==> config.mk <==
export PLATFORM = sky130hd
export DESIGN_NAME = instruction_fetch
export DESIGN_NICKNAME = d
export VERILOG_FILES = /design/src/rtl/instruction_fetch.sv
export SDC_FILE = /design/constraint.sdc
export NUM_CORES = 1
export LEC_CHECK = 0
export ABC_AREA = 1
export CELL_PAD_IN_SITES_DETAIL_PLACEMENT = 1
export CELL_PAD_IN_SITES_GLOBAL_PLACEMENT = 1
export CORE_MARGIN = 4
export CORE_UTILIZATION = 27
export DETAILED_ROUTE_END_ITERATION = 7
export PLACE_DENSITY = 0.84
export SYNTH_ARGS = -nofsm -noshare
export SYNTH_HDL_FRONTEND = slang
export SYNTH_SLANG_ARGS = --single-unit
==> constraint.sdc <==
create_clock -name clk -period 6.26 [get_ports clk]
set_clock_uncertainty 0.05 [all_clocks]
set_input_delay 1.878 -clock clk [delete_from_list [all_inputs] [get_ports clk]]
set_output_delay 1.878 -clock clk [all_outputs]
set_load 0.01 [all_outputs]
==> src/rtl/instruction_fetch.sv <==
// Program counter and instruction register for the multicycle RV32I core.
// Optional fetch watchdog enabled by defining FETCH_TIMEOUT_EN.
module instruction_fetch #(
    parameter int                  PC_WIDTH       = 10,
    parameter logic [PC_WIDTH-1:0] RESET_PC       = {PC_WIDTH{1'b0}},
    parameter logic [31:0]         NOP_INSN       = 32'h00000013,
    parameter int                  TIMEOUT_CYCLES = 16
) (
    input  logic                clk,
    input  logic                rst,
    input  logic                pc_wren,
    input  logic [1:0]          pc_mux,
    input  logic [PC_WIDTH-1:0] pc_immediate,
    input  logic [31:0]         alu_result,
    input  logic                ir_wren,
    output logic                imem_req,
    output logic [PC_WIDTH-1:0] imem_addr,
    input  logic [31:0]         imem_rdata,
    input  logic                imem_valid,
    output logic [31:0]         instruction,
    output logic [PC_WIDTH-1:0] pc,
    output logic                fetch_busy,
    output logic                fetch_done,
    output logic                pc_misaligned,
    output logic                fetch_fault
);

    localparam logic [1:0] ST_IDLE = 2'd0;
    localparam logic [1:0] ST_REQ  = 2'd1;
    localparam logic [1:0] ST_DONE = 2'd2;

    logic [1:0]          state_r;
    logic [PC_WIDTH-1:0] pc_r;
    logic [PC_WIDTH-1:0] imem_addr_r;
    logic [31:0]         instruction_r;
    logic                imem_req_r;
    logic                fetch_busy_r;
    logic                fetch_done_r;
    logic                pc_misaligned_r;
    logic [PC_WIDTH-1:0] pc_target_s;
    logic                fetch_start_s;
    logic                timeout_s;
    logic                unused_alu_s;

    // Upper JALR target bits are beyond the instruction address space.
    assign unused_alu_s = ^{1'b0, alu_result[31:PC_WIDTH]};

    // Next-PC selection; all arithmetic wraps modulo 2^PC_WIDTH.
    always_comb begin
        pc_target_s = RESET_PC;
        case (pc_mux)
            2'd0:    pc_target_s = pc_r + PC_WIDTH'(3'd4);
            2'd1:    pc_target_s = pc_r + pc_immediate;
            2'd2:    pc_target_s = alu_result[PC_WIDTH-1:0];
            2'd3:    pc_target_s = RESET_PC;
            default: pc_target_s = RESET_PC;
        endcase
    end

    // A fetch is accepted from IDLE, or back-to-back from DONE.
    always_comb begin
        if ((state_r == ST_IDLE) || (state_r == ST_DONE)) begin
            fetch_start_s = ir_wren;
        end else begin
            fetch_start_s = 1'b0;
        end
    end

`ifdef FETCH_TIMEOUT_EN
    localparam int CNT_W = $clog2(TIMEOUT_CYCLES + 1);
    localparam logic [CNT_W-1:0] CNT_LAST = CNT_W'(TIMEOUT_CYCLES - 1);

    logic [CNT_W-1:0] wait_cnt_r;
    logic             fetch_fault_r;

    // Watchdog fires on the last allowed REQ cycle when memory stays silent.
    always_comb begin
        if ((state_r == ST_REQ) && !imem_valid && (wait_cnt_r == CNT_LAST)) begin
            timeout_s = 1'b1;
        end else begin
            timeout_s = 1'b0;
        end
    end

    // REQ-cycle counter, restarted on every accepted fetch.
    always_ff @(posedge clk) begin
        if (rst) begin
            wait_cnt_r <= {CNT_W{1'b0}};
        end else if (fetch_start_s) begin
            wait_cnt_r <= {CNT_W{1'b0}};
        end else if ((state_r == ST_REQ) && (wait_cnt_r != CNT_LAST)) begin
            wait_cnt_r <= wait_cnt_r + CNT_W'(1'b1);
        end
    end

    // Fault flag is sticky until the next fetch is accepted.
    always_ff @(posedge clk) begin
        if (rst) begin
            fetch_fault_r <= 1'b0;
        end else if (fetch_start_s) begin
            fetch_fault_r <= 1'b0;
        end else if (timeout_s) begin
            fetch_fault_r <= 1'b1;
        end
    end

    assign fetch_fault = fetch_fault_r;
`else
    localparam int unused_timeout_p = TIMEOUT_CYCLES;

    assign timeout_s   = 1'b0;
    assign fetch_fault = 1'b0;
`endif

    // PC register with misalignment reporting; may update in any fetch state.
    always_ff @(posedge clk) begin
        if (rst) begin
            pc_r            <= RESET_PC;
            pc_misaligned_r <= 1'b0;
        end else if (pc_wren) begin
            pc_r            <= {pc_target_s[PC_WIDTH-1:2], 2'b00};
            pc_misaligned_r <= |pc_target_s[1:0];
        end else begin
            pc_misaligned_r <= 1'b0;
        end
    end

    // Fetch FSM: address is captured once per request and held until data returns.
    always_ff @(posedge clk) begin
        if (rst) begin
            state_r       <= ST_IDLE;
            imem_req_r    <= 1'b0;
            imem_addr_r   <= {PC_WIDTH{1'b0}};
            instruction_r <= NOP_INSN;
            fetch_busy_r  <= 1'b0;
            fetch_done_r  <= 1'b0;
        end else begin
            fetch_done_r <= 1'b0;
            case (state_r)
                ST_IDLE, ST_DONE: begin
                    if (fetch_start_s) begin
                        state_r      <= ST_REQ;
                        imem_addr_r  <= pc_r;
                        imem_req_r   <= 1'b1;
                        fetch_busy_r <= 1'b1;
                    end else begin
                        state_r      <= ST_IDLE;
                        imem_req_r   <= 1'b0;
                        fetch_busy_r <= 1'b0;
                    end
                end
                ST_REQ: begin
                    if (imem_valid) begin
                        instruction_r <= imem_rdata;
                        imem_req_r    <= 1'b0;
                        fetch_busy_r  <= 1'b0;
                        fetch_done_r  <= 1'b1;
                        state_r       <= ST_DONE;
                    end else if (timeout_s) begin
                        instruction_r <= NOP_INSN;
                        imem_req_r    <= 1'b0;
                        fetch_busy_r  <= 1'b0;
                        fetch_done_r  <= 1'b1;
                        state_r       <= ST_DONE;
                    end else begin
                        imem_req_r    <= 1'b1;
                        fetch_busy_r  <= 1'b1;
                        state_r       <= ST_REQ;
                    end
                end
                default: begin
                    state_r      <= ST_IDLE;
                    imem_req_r   <= 1'b0;
                    fetch_busy_r <= 1'b0;
                end
            endcase
        end
    end

    assign imem_req      = imem_req_r;
    assign imem_addr     = imem_addr_r;
    assign instruction   = instruction_r;
    assign pc            = pc_r;
    assign fetch_busy    = fetch_busy_r;
    assign fetch_done    = fetch_done_r;
    assign pc_misaligned = pc_misaligned_r;

endmodule

==> run notes <==
Notes on the flow run.

- The number of cells on the worst hold path is 2, for reference.
- approximately 220 cells are multi-input combinational gates.
- 138 I/O pins were placed.
- At the end of the flow the core is filled with cells to 0.435.
- The H-tree was split into 2 levels.
- The buffering stage count on the worst path with inverters included is 4, for reference.
- The number of port buffers is between 100 and 150, for reference.
- The worst setup path is of the in -> reg kind.
- The number of global-route vias before repair is between 2,000 and 2,500.
- The top routing layer in use is met4, for reference.
- The number of distinct library cells after synthesis is 29, for reference.
- Counting tap cells, the placed design contains a total of about 530 instances.
- The most used flip-flop cell is sky130_fd_sc_hd__dfxtp_1, for reference.
- The count of tool warnings is ~48, for reference.
- The cell group occupying the most layout area is non-clock buffers, for reference.
- The number of hold buffers added after CTS is 0, for reference.
- The leakage power is 1.49 nW, for reference.
- The category of the worst setup path capture point is a flop, for reference.
- Leaving out buffers and inverters, the combinational logic in the layout accounts for 1090 um2.
- Listed in order, past its start point the critical path passes clkdlybuf4s50_1, inv_1, nor2_2, inv_2, or2_1, ha_1, inv_1, fa_1, nor2_1, nor2_1, a221oi_2.
- The total DRC errors in the routed layout is 0, for reference.
- The report shows a maximum critical-path fanout of 6.
- The routing usage on met2 is 0.257, for reference.
- Global routing finished with a remaining overflow of 0.
- STA classifies the critical path startpoint as an input port.
- The worst hold slack is around 0.42 ns, for reference.
- The first detailed-routing pass took 4 iterations.
- Summing all non-filler instances in the final layout gives an area of between 3000 and 4000 um2.
- The flow ran to the end, and the final reports show no timing, DRC or antenna violations.
- The routed layout has 2,409 vias.
- The power density relative to cell area is about 210 nW/um2, for reference.
- The netlist area before placement is around 2400 um2, for reference.
- The logic depth of the worst path, buffers included is 11, for reference.
- Per Yosys stat, the portion of area used by sequential elements is 0.442.
- On met1, the global router reports a usage of 0.156.
- The worst path in the final design needs a cycle of about 4.0 ns, including I/O delays and setup.
- The insertion delay at the late pin of the worst-skew pair is around 0.30 ns, for reference.
- Once routing completed, OpenROAD measured the worst setup slack at about 2.3 ns.
- The count of synthesis-stage warnings from yosys is 0, for reference.
- In the final layout, excluding clock inverters the inverter count is 35.
- In the Yosys report the total cell count is 326.
- Across the placement rows, the number of tap cells is about 110.
- The top cell type by total area after synthesis is sky130_fd_sc_hd__dfxtp_1, for reference.
- Static timing analysis puts the maximum clock frequency at between 200 and 300 MHz.
- The final layout contains routed wiring with a total length of roughly 7500 um.
-- report_power, final --
group	leakage (nW)	total, mW	internal [mW]	switching (mW)
logic	1.00	0.150	0.0807	0.0697
clock network	0.0614	0.247	0.131	0.116
registers	0.425	0.359	0.348	0.0114
-- registers in the layout (all words and copies together) (netlist names) --
name,flops
instruction,32
imem_addr,8
pc,8
state_r,2
fetch_done,1
pc_misaligned,1
-- synth_stat cells (all sizes together), types with 2 or more instances --
cell type	n
dfxtp	52
clkbuf	6
nand2	100
o21ai	21
buf	13
nand4	2
ha	7
nand3	12
nor2	26
inv	35
a21oi	45
-- cells by family after synthesis --
family | synth area share
buffers and inverters | 0.101
other | 0.00159
AND-OR/OR-AND | 0.158
flip-flops | 0.442
adder cells (fa/ha/maj) | 0.0457
AND/OR/NAND/NOR | 0.252
Clock distribution:
Bar = 20 um.
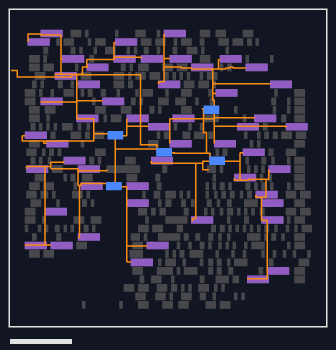
- purple: flip-flops (count 52)
- orange: clock wires (length 723 um)
- blue: clock-net drivers (count 5)
- routed clock nets: 6

Placement by cell class:
Bar = 20 um.
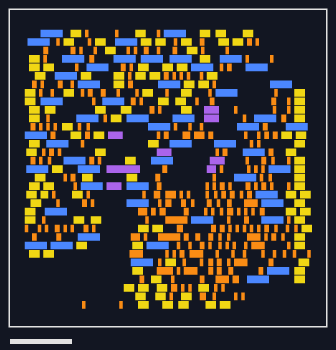
- orange: remaining logic cells (cells 259; share of their area 35%)
- blue: sequential cells (cells 52; share of their area 30%)
- purple: clock drivers and dummy loads (cells 8; share of their area 3.5%)
- yellow: remaining buffers and delay cells (cells 111; share of their area 32%)
Seq area share: 0.287
site row count: 33

Cell outlines without signal wires:
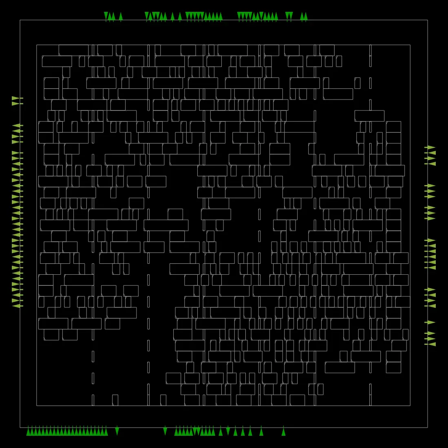
total of fill cells in the finished design: 1,022
Seq Cell Count: 52

Power figures rest on the tool's default switching activity, not on a simulated workload.
